**src/rtl/otter_fetch_unit.sv**
```systemverilog
// OTTER instruction fetch / PC update: single-outstanding imem request, IR hold
// toward decode, and a sticky trap on misaligned redirect targets.
module otter_fetch_unit #(
  parameter logic [31:0] RESET_VECTOR = 32'h0000_0000
) (
  input  logic        CLK,
  input  logic        RST,
  input  logic [1:0]  PC_SEL,
  input  logic [31:0] JALR_TARGET,
  input  logic [31:0] BRANCH_TARGET,
  input  logic [31:0] JAL_TARGET,
  output logic        IMEM_REQ,
  output logic [31:0] IMEM_ADDR,
  input  logic        IMEM_ACK,
  input  logic [31:0] IMEM_RDATA,
  output logic [31:0] IR,
  output logic [31:0] IR_PC,
  output logic        IR_VALID,
  input  logic        IR_READY,
  output logic        TRAP,
  output logic [31:0] TRAP_ADDR
);

  typedef enum logic [1:0] {FETCH, HOLD, ERROR} state_t;

  state_t      state, state_nxt;
  logic [31:0] pc, next_pc;
  logic        misaligned, accept, fill;

  always_comb begin
    next_pc = pc + 32'd4;
    case (PC_SEL)
      2'b01:   next_pc = JALR_TARGET & ~32'h1;
      2'b10:   next_pc = BRANCH_TARGET;
      2'b11:   next_pc = JAL_TARGET;
      default: next_pc = pc + 32'd4;
    endcase
  end

  assign misaligned = next_pc[1:0] != 2'b00;
  assign fill       = (state == FETCH) && IMEM_ACK;
  assign accept     = (state == HOLD) && IR_READY;

  always_ff @(posedge CLK or posedge RST)
    if (RST) state <= FETCH;
    else     state <= state_nxt;

  always_comb begin
    state_nxt = state;
    case (state)
      FETCH:   if (IMEM_ACK) state_nxt = HOLD;
      HOLD:    if (IR_READY) state_nxt = misaligned ? ERROR : FETCH;
      ERROR:   state_nxt = ERROR;
      default: state_nxt = FETCH;
    endcase
  end

  always_ff @(posedge CLK or posedge RST) begin
    if (RST) begin
      pc        <= RESET_VECTOR;
      IR        <= '0;
      IR_PC     <= '0;
      TRAP      <= 1'b0;
      TRAP_ADDR <= '0;
    end else begin
      if (fill) begin
        IR    <= IMEM_RDATA;
        IR_PC <= pc;
      end
      // a misaligned redirect freezes the PC and parks the unit in ERROR
      if (accept) begin
        if (misaligned) begin
          TRAP      <= 1'b1;
          TRAP_ADDR <= next_pc;
        end else begin
          pc <= next_pc;
        end
      end
    end
  end

  assign IMEM_REQ  = (state == FETCH);
  assign IMEM_ADDR = pc;
  assign IR_VALID  = (state == HOLD);

endmodule

```
**config.mk**
```make
export PLATFORM = sky130hd
export DESIGN_NAME = otter_fetch_unit
export DESIGN_NICKNAME = d
export VERILOG_FILES = /design/src/rtl/otter_fetch_unit.sv
export SDC_FILE = /design/constraint.sdc
export NUM_CORES = 1
export LEC_CHECK = 0
export CORE_ASPECT_RATIO = 1.2
export CORE_MARGIN = 4
export CORE_UTILIZATION = 44
export DETAILED_ROUTE_END_ITERATION = 8
export GPL_TIMING_DRIVEN = 0
export PLACE_DENSITY = 0.88
export SYNTH_ARGS = -nofsm -noshare
export SYNTH_HDL_FRONTEND = slang
export SYNTH_SLANG_ARGS = --single-unit
export TNS_END_PERCENT = 100
```
**constraint.sdc**
```tcl
create_clock -name CLK -period 5.3 [get_ports CLK]
set_clock_uncertainty 0.05 [all_clocks]
set_input_delay 0.53 -clock CLK [delete_from_list [all_inputs] [get_ports CLK]]
set_output_delay 0.53 -clock CLK [all_outputs]
set_load 0.02 [all_outputs]
```
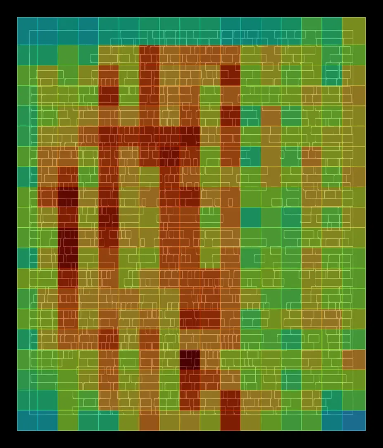
*Congestion heat map, run 1*
Most Used Layer, Global Route: met2
wire length per cell after detailed routing: 20.7 um
Final Util: 68.3%
global routing usage on met3: 6.83%

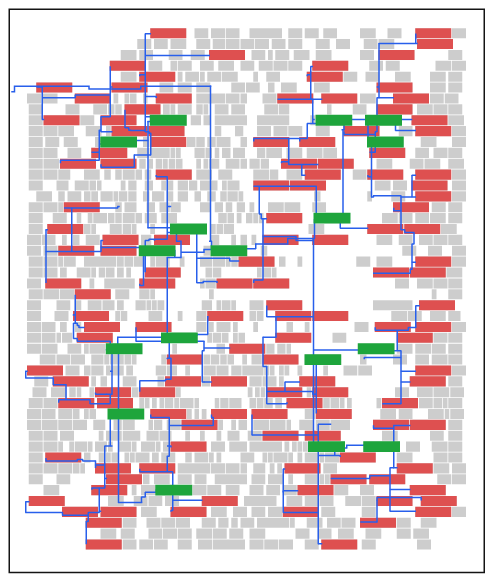
*Clock wires, drivers and flops, run 1*
Scale: 4 px per um.
Key: flip-flops = red [count 131]; cells driving clock nets = green [count 17]; clock wires = blue [length 1660 um]
Position of the flops: spread over the die. There are 18 routed clock nets.
Skew-Pair Late Insertion Delay: 0.41 ns
Clk pwr share: 45.7%
P_clk: 1020 uW

==> metrics.log, run 1 <==
[flow] collecting metrics
INFO  metric floorplan.initialDensity = 44.8%
INFO  metric yosys_area = 6430 um2
INFO  metric netlist_instances = 577
INFO  metric final_layout_size_suffix_gt1_share = 17.0%
INFO  metric cpPeakStageDelay = between 0.5 and 0.6 ns
INFO  metric layout-area-overhead-vs-synth = 52.5%
INFO  metric holdPathStages = 1
INFO  metric floorplan.die_area = 16600 um2
INFO  metric min_path_type = flop to flop
INFO  metric max_freq = ~0.36 GHz
INFO  metric synthArstFlopShare = 100%
INFO  metric drtIter0Drc = between 400 and 500
INFO  metric die_h = 140 um
INFO  metric layout.cells.most_common = sky130_fd_sc_hd__clkdlybuf4s50_1
INFO  metric dominantRegCellSynth = sky130_fd_sc_hd__dfrtp_1
INFO  metric worst_setup_path_endpoint = TRAP_ADDR[21]
INFO  metric routed_via_density = 5.57
INFO  metric globalplace.congestion = approximately 0.90
INFO  metric dpl_worst_slack = 2.10 ns
INFO  metric drv.max_cap_violation_count = 0
INFO  metric detailroute.wirelength.met3 = 1.71 mm
INFO  metric cts_tree = yes
INFO  metric reg2reg_to = TRAP_ADDR[20]
INFO  metric worst-endpoint-arrival = 3.06 ns
INFO  metric global_route_wire_length_before_repair = 33.6 mm
INFO  metric globalRouteTotalUtil = 26.2%
INFO  metric result_of_the_run = complete, no violations
INFO  metric ys_seq_share = 51.0%
INFO  metric final_antenna_net_count = 0
INFO  metric fin_crit_sh = 52.7%
INFO  metric fp.coreArea = 14400 um2
INFO  metric timing.critical_path.from_type = input pin
INFO  metric dieWidth = approximately 120 um
INFO  metric layout_top_cells_excl_fill_tap = 262 x sky130_fd_sc_hd__clkdlybuf4s50_1, 131 x sky130_fd_sc_hd__dfrtp_1, 82 x sky130_fd_sc_hd__mux2_2
INFO  metric r2r_setup_slack = 2.71 ns
INFO  metric finalNonFillerCells = around 1000
INFO  metric critical_path.top_delay_family = buffers and inverters
INFO  metric post-dp-hpwl = 16.4 mm
INFO  metric initial_antenna_violation_count = 0
INFO  metric area.sequential = 3280 um2
INFO  metric synth.comb.largest_family = multiplexers
INFO  metric yosysTopAreaCellShare = 51.0%
INFO  metric cp_max_fo = 10
INFO  metric maxPowerGroup = clock
INFO  metric setup-violations-final = 0
INFO  metric clock_buffers = 24
INFO  metric area_dominant_class = registers
INFO  metric signal_buffer_area_fraction = 29.0%
INFO  metric type_of_element_capturing_the_critical_path = flop
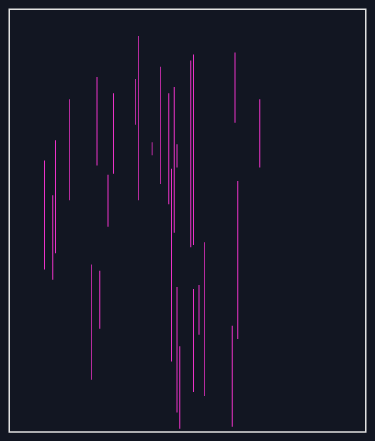
*Signal wires on met4, run 1*
Scale: 3 px per um.
The layer carries 960 um of wire. 21 nets have wire on it. The longest straight run is 63.9 um. The wires run mostly vertical.
aggregate routed wire length: 21.7 mm
via count of the routed design: 5816

### Power grid, run 1

Scale: 3 px per um. Pins as bars on the die edge.
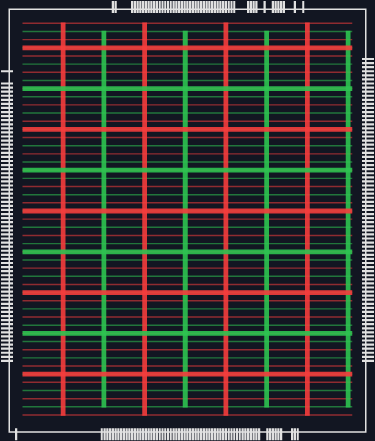

==> inputs of run 2 (changes only) <==
- clock period: 5.3 -> 2.7 ns (I/O delays scaled with it)
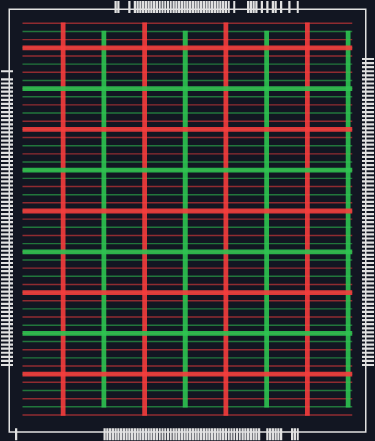
*Power grid, run 2*
Scale: 3 px per um. Pins as bars on the die edge.
Key: VDD = green; VSS = red
8 straps on met4. 265 signal pins sit on the boundary.
Die X-Extent: 118 um
floorplan die height: 140 um
standard cell core area: 14400 um2
Worst IR Drop VDD: 0.389 mV

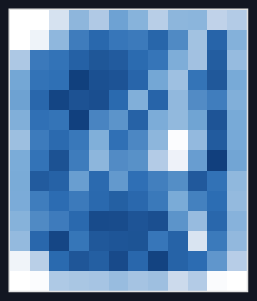
*Cell area per tile, run 2*
Scale: 2 px per um. The die is cut into 12 by 14 equal tiles; white is low, dark blue is high, 0 to 100% covered.
4.2% of the tiles are nearly empty. The mean over all tiles is 59%. The fullest tile reaches 94%. 33% of the tiles are over 75% full.
FP Core Util: 44.8%
Final Util: 69.6%

==> metrics.log, run 2 <==
[flow] collecting metrics
INFO  metric result_of_the_run = complete, no violations
INFO  metric cp_max_fo = 8
INFO  metric final_antenna_net_count = 0
INFO  metric timing.critical_path.from_type = flop
INFO  metric final_layout_size_suffix_gt1_share = between 10% and 20%
INFO  metric fin_crit_sh = a little over nine tenths
INFO  metric ys_seq_share = 51.0%
INFO  metric drtIter0Drc = 523
INFO  metric dominantRegCellSynth = sky130_fd_sc_hd__dfrtp_1
INFO  metric setup-violations-final = 0
INFO  metric globalRouteTotalUtil = 26.6%
INFO  metric min_path_type = input pin to asynchronous set/reset pin
INFO  metric wl = 22.0 mm
INFO  metric globalRoute.busiestLayer = met2
INFO  metric global_route_wire_length_before_repair = 34.3 mm
INFO  metric drv.max_cap_violation_count = 0
INFO  metric critical_path.top_delay_family = simple AND/OR/NAND/NOR gates
INFO  metric wl_per_cell = between 20 and 25 um
INFO  metric layout.cells.most_common = sky130_fd_sc_hd__clkdlybuf4s50_1
INFO  metric worst_setup_path_endpoint = IMEM_ADDR[20]
INFO  metric routed-via-count = 5891
INFO  metric detailroute.wirelength.met3 = 1.83 mm
INFO  metric max_freq = 0.384 GHz
INFO  metric initial_antenna_violation_count = 0
INFO  metric clock_buffers = 21
INFO  metric type_of_element_capturing_the_critical_path = flop
INFO  metric layout-area-overhead-vs-synth = 55.4%
INFO  metric cpPeakStageDelay = approximately 0.52 ns
INFO  metric synth.comb.largest_family = multiplexers
INFO  metric grt_util_met3 = roughly 7.4%
INFO  metric signal_buffer_area_fraction = 29.0%
INFO  metric floorplan.die_area = 16600 um2
INFO  metric r2r_setup_slack = 0.1 ns
INFO  metric finalNonFillerCells = between 1000 and 1500
INFO  metric reg2reg_to = IMEM_ADDR[20]
INFO  metric synthArstFlopShare = 100%
INFO  metric layout_top_cells_excl_fill_tap = 262 x sky130_fd_sc_hd__clkdlybuf4s50_1, 130 x sky130_fd_sc_hd__dfrtp_1, 82 x sky130_fd_sc_hd__mux2_2
INFO  metric area_dominant_class = registers
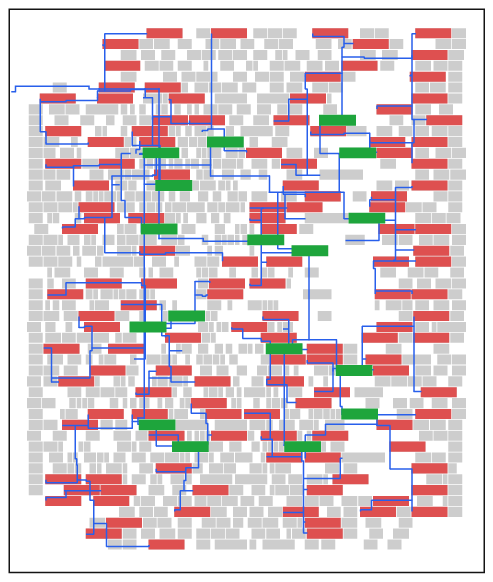
*Clock wires, drivers and flops, run 2*
Scale: 4 px per um.
Key: flip-flops = red [count 131]; clock wires = blue [length 1770 um]; cells driving clock nets = green [count 17]
There are 18 routed clock nets. Position of the flops: spread over the die.
P_clk: 2440 uW
Clk pwr share: 50.6%
Skew-Pair Late Insertion Delay: 0.42 ns

### Congestion heat map, run 2

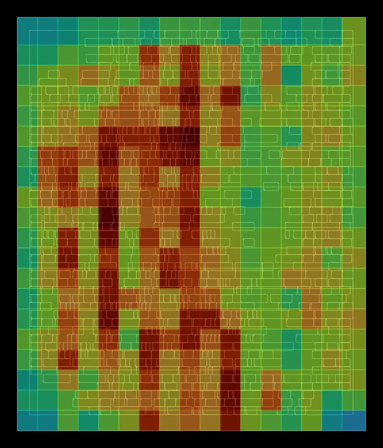

==> inputs of run 3 (changes only) <==
- CORE_UTILIZATION: 44 -> 47
- PLACE_DENSITY: 0.88 -> 0.93
- clock period: 2.7 -> 3.4 ns (I/O delays scaled with it)
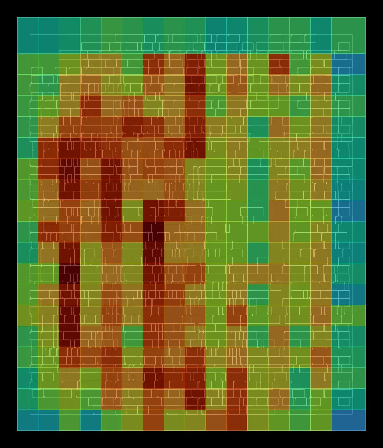
*Congestion heat map, run 3*
met1 track demand over resource: 31.4%
overall track demand over capacity in global routing: 27.8%
global routing usage on met3: 7.79%
wire length per cell after detailed routing: 20.7 um
Final Util: 74.1%

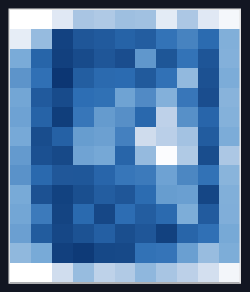
*Cell area per tile, run 3*
Scale: 2 px per um. The die is cut into 11 by 14 equal tiles; white is low, dark blue is high, 0 to 100% covered.
41% of the tiles are over 75% full. The fullest tile reaches 97%. The mean over all tiles is 62%. 3.2% of the tiles are nearly empty.
standard cell core area: 13300 um2
FP Core Util: 48.4%

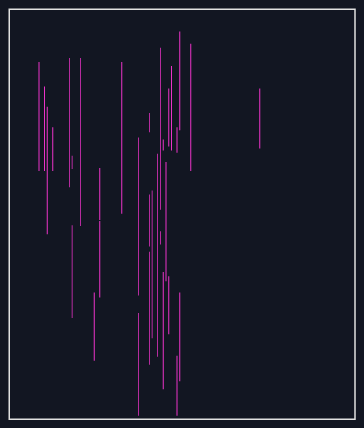
*Signal wires on met4, run 3*
Scale: 3 px per um.
The layer holds 4.6% of the routed length. The longest straight run is 67.3 um. 29 nets have wire on it.
aggregate routed wire length: 21.5 mm
via count of the routed design: 5918

==> metrics.log, run 3 <==
[flow] collecting metrics
INFO  metric clk_latency = 0.42 ns
INFO  metric clockPowerShare = between 40% and 50%
INFO  metric synthArstFlopShare = 100%
INFO  metric layout-area-overhead-vs-synth = 53.1%
INFO  metric yosys_area = 6430 um2
INFO  metric routed_via_density = 5.69
INFO  metric worst_setup_path_endpoint = IMEM_ADDR[20]
INFO  metric global_route_wire_length_before_repair = 33.1 mm
INFO  metric cpPeakStageDelay = 0.51 ns
INFO  metric final_antenna_net_count = 0
INFO  metric signal_buffer_area_fraction = between 20 and 30%
INFO  metric critical_path.top_delay_family = simple AND/OR/NAND/NOR gates
INFO  metric timing.critical_path.from_type = flop
INFO  metric final_layout_size_suffix_gt1_share = 17.1%
INFO  metric globalplace.congestion = around 0.9
INFO  metric min_path_type = input pin to asynchronous set/reset pin
INFO  metric cts_tree = yes
INFO  metric cp_max_fo = 8
INFO  metric post-dp-hpwl = 16.5 mm
INFO  metric floorplan.die_area = 15600 um2
INFO  metric netlist_instances = 577
INFO  metric layout_top_cells_excl_fill_tap = 262 x sky130_fd_sc_hd__clkdlybuf4s50_1, 131 x sky130_fd_sc_hd__dfrtp_1, 82 x sky130_fd_sc_hd__mux2_2
INFO  metric maxPowerGroup = clock
INFO  metric initial_antenna_violation_count = 0
INFO  metric die_h = 136 um
INFO  metric yosysTopAreaCellShare = 51.0%
INFO  metric globalRoute.busiestLayer = met2
INFO  metric drtIter0Drc = 505
INFO  metric synth.comb.largest_family = multiplexers
INFO  metric result_of_the_run = complete, no violations
INFO  metric power.clock.total = 1650 uW
INFO  metric layout.cells.most_common = sky130_fd_sc_hd__clkdlybuf4s50_1
INFO  metric area.sequential = ~3300 um2
INFO  metric worst_ir_drop_vdd = 0.272 mV
INFO  metric max_freq = 0.384 GHz
Power and IR drop assume default switching activity.
